run_1/pins.png
Pins as bars across the die edge, other pins in gray.
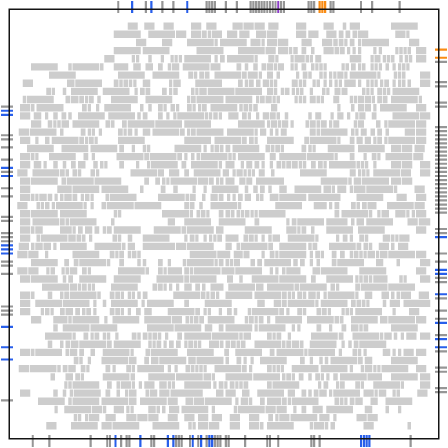
run_1/cell_classes.png
Fill, decap, tap and diode cells in gray.
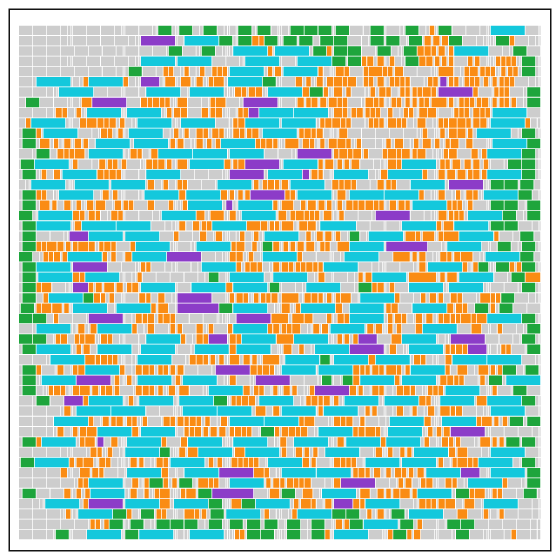
run_1/clock_map.png
The bar under the picture is 50 um long.
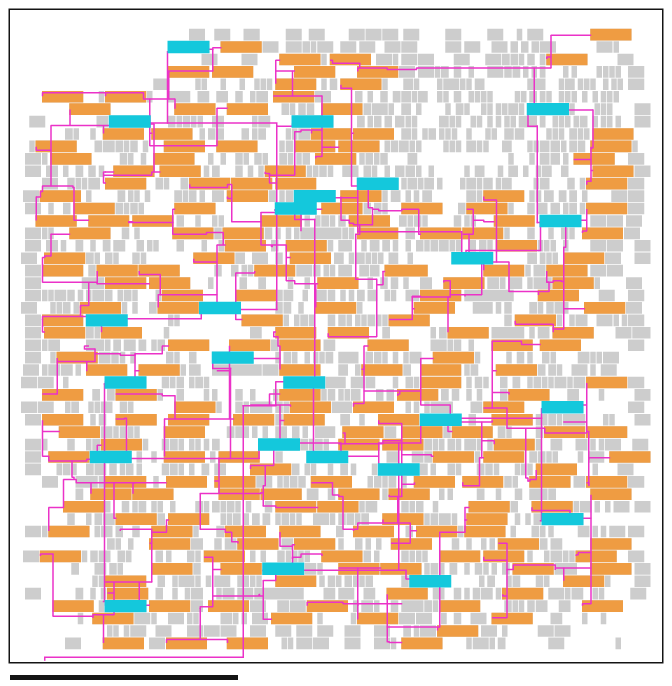
==> config.mk <==
export PLATFORM = sky130hd
export DESIGN_NAME = rgf_writeback
export DESIGN_NICKNAME = d
export VERILOG_FILES = /design/src/rtl/rgf_writeback.sv
export SDC_FILE = /design/constraint.sdc
export NUM_CORES = 1
export LEC_CHECK = 0
export ABC_AREA = 1
export CORE_MARGIN = 2
export CORE_UTILIZATION = 55
export CTS_BUF_LIST = sky130_fd_sc_hd__clkbuf_4 sky130_fd_sc_hd__clkbuf_8 sky130_fd_sc_hd__clkbuf_16
export CTS_CLUSTER_SIZE = 28
export DETAILED_ROUTE_END_ITERATION = 7
export PLACE_DENSITY = 0.81
export SLEW_MARGIN = 15
export SYNTH_ARGS = -nofsm -noshare
export SYNTH_HDL_FRONTEND = slang
export SYNTH_SLANG_ARGS = --single-unit
==> constraint.sdc <==
create_clock -name clk -period 8.2 [get_ports clk]
set_clock_uncertainty 0.1 [all_clocks]
set_input_delay 0.82 -clock clk [delete_from_list [all_inputs] [get_ports clk]]
set_output_delay 0.82 -clock clk [all_outputs]
set_load 0.02 [all_outputs]
==> reports/metrics.yaml <==
clocking:
  cts_tree: "done"
  cts_buffers: 24
  clock_sinks: 224
placed_design:
  dp_cells: 1597
  hpwl_um: 16900
  post-place-ws_ns: 3.48
synthesis:
  syn_area_sq_um: 10600
  synth_warnings: 0
  mux_share: 0
  synth_stat.cells: 1281
  yosys_most_used_dff: "dfrtp_1"
  synthTopCellsByArea: "dfrtp_1 53%, nand2_1 13%, o21ai_0 9.9%, nor2_1 4.8%, o211ai_1 4.8%"
  synth.comb.largest_family: "simple AND/OR/NAND/NOR gates"
  synth-xor-area-share: 0.00331
  synth_top_area_share: 0.529
  synth_top_cell_by_area: "dfrtp_1"
  synth-seq-area-share: 0.529
  yosysMostFrequentCell: "nand2_1"
  ys_sh_adder: 0.00780
  compound_area_frac: 0.169
  common_cells: "357 x nand2_1, 224 x dfrtp_1, 210 x o21ai_0, 134 x nor2_1, 67 x o211ai_1"
  ys_ff: 224
status:
  status: "complete, no violations"
power_and_ir_drop:
  internal_power_mw: 3.16
  power.density_nw_per_um2: 397
  leakagePower_nw: 5.92
  seqPwrFrac: 0.379
  power_frac_comb: 0.395
  switchingPower_mw: 1.98
setup_path:
  worstPathRequired_ns: 7.28
  endpoint_kind: "output pin"
  arrival_ns: 3.86
  cp-start-kind: "primary input"
  cp.depth: 11
  crit_chain: "clkdlybuf4s50_1 -> inv_2 -> nand2_1 -> nand2_1 -> nand2_1 -> nand2_1 -> nand2_1 -> nand2_1 -> nor2_4 -> and2_1 -> clkdlybuf4s50_1"
  max_stage_delay_ns: 0.96
  cp_slowest_cell: "clkdlybuf4s50_1"
  critPathBufInv: 3
  cp_top_family: "buffers and inverters"
  path_class: "primary input to output pin"
  r2r_cells: 7
  worst_path_most_repeated_cell: "nand2_1"
timing:
  fmax_ghz: 0.209
  worst_slack_ns: 3.42
  hold_viol_final: 0
  setup_tns_ns: 0
  slew_headroom: 0.315
  maxSlewViolCount: 0
drt:
  wl_per_cell_um: 16.3
  vias: 9254
  dr.pass1.iters: 6
  finalWirelength_um: 26700
  topRoutingLayerUsed: "met4"
  ant_nets: 0
  met3WireLength_um: 1680
  via_per_inst: 5.64
hold_path:
  hold_depth: 2
grt:
  grt_overflow_total: 0
  grt_pass1_vias: 8843
job:
  maxCapViolCount: 0
die:
  io_pins: 159
  core-area_sq_um: 18800
layout:
  drive_above_1_share: 0.0655
  final_nets: 1479
Back to the opening pictures, pins.png:
Key: `ld_issue_rd` = orange [pins 5, direction input, edge 3 top, 2 right]; `alu_data` = blue [pins 32, direction input, edge 12 bottom, 10 left, 7 right, 3 top]; `rgf_we` = purple [pins 1, direction output, edge top]
All pins by edge: 51 right, 41 bottom, 37 top, 30 left.
die height: 143 um
Die Wd: 143 um
I/O Buffers: 157

Back to the opening pictures, cell_classes.png:
Key: all other logic = orange [cells 972, share of their area 36%]; clock drivers and dummy loads = purple [cells 42, share of their area 6.8%]; other buffers and delay cells = green [cells 167, share of their area 13%]; flops = cyan [cells 224, share of their area 44%]
final core occ: 0.689
row count: 50
Layout Cell Area excl Fill: 12900 sq um

Back to the opening pictures, clock_map.png:
Key: cells driving clock nets = cyan [count 24]; flip-flops = orange [count 224]; clock wires = magenta [length 2620 um]
Position of the flops: all over the die. There are 25 routed clock nets.
clock group power: 1.16 mW
Late-Pin Clk Latency: 0.51 ns

## run 1: cell usage in the layout (no fill, tap or decap), types with 8 or more instances in the layout
master / n
nor3_1: 8
o21ai_1: 41
nand4_1: 31
clkbuf_8: 8
buf_4: 10
inv_1: 59
nor2_1: 133
clkdlybuf4s50_1: 157
dfrtp_1: 223
clkbuf_16: 25
nand2_2: 17
o21ai_0: 210
o211ai_1: 67
nand3_1: 15
inv_2: 9
nand2_1: 353
## run 1: tightest hold or removal path: stages, from the launching register on
cell and delay [ns]:
dfrtp_1 0.34, nand2_1 0.05, o21ai_0 0.06
## run 1: layout make-up
| type | count | area [sq um] |
|---|---|---|
| clock inverter | 8 | 121 |
| sequential | 224 | 5610 |
| tap | 234 | 293 |
| multi-input combinational | 903 | 4260 |
| inverter | 69 | 267 |
| antenna | 1 | 2.50 |
| timing repair buffer | 167 | 1650 |
| clock buffer | 34 | 743 |
| fill | 1523 | 5830 |
## run 1: metrics by stage
stage	hold WS, ns	power, mW
after floorplan	0.348	3.24
after global placement	0.360	3.91
after detailed placement	0.364	3.97
after CTS	0.383	5.16
after global routing	0.400	5.51
final	0.378	5.14
## run 1: power by group through the flow
stage	clock, mW	sequential, mW	combinational [mW]
3_5_place_dp	0	1.95	2.02
2_1_floorplan	0	2.09	1.15
4_1_cts	1.18	1.94	2.04
3_3_place_gp	0	1.94	1.97
6_report	1.16	1.95	2.03
5_1_grt	1.22	2.00	2.28
## run 1: metal layers
metal	vias to the layer above	track usage
met1	4408	0.377
li1	4446	-
met4	0	0.0730
met3	47	0.0329
met2	353	0.441
met5	-	0
Power is estimated from default activity; no workload was simulated.
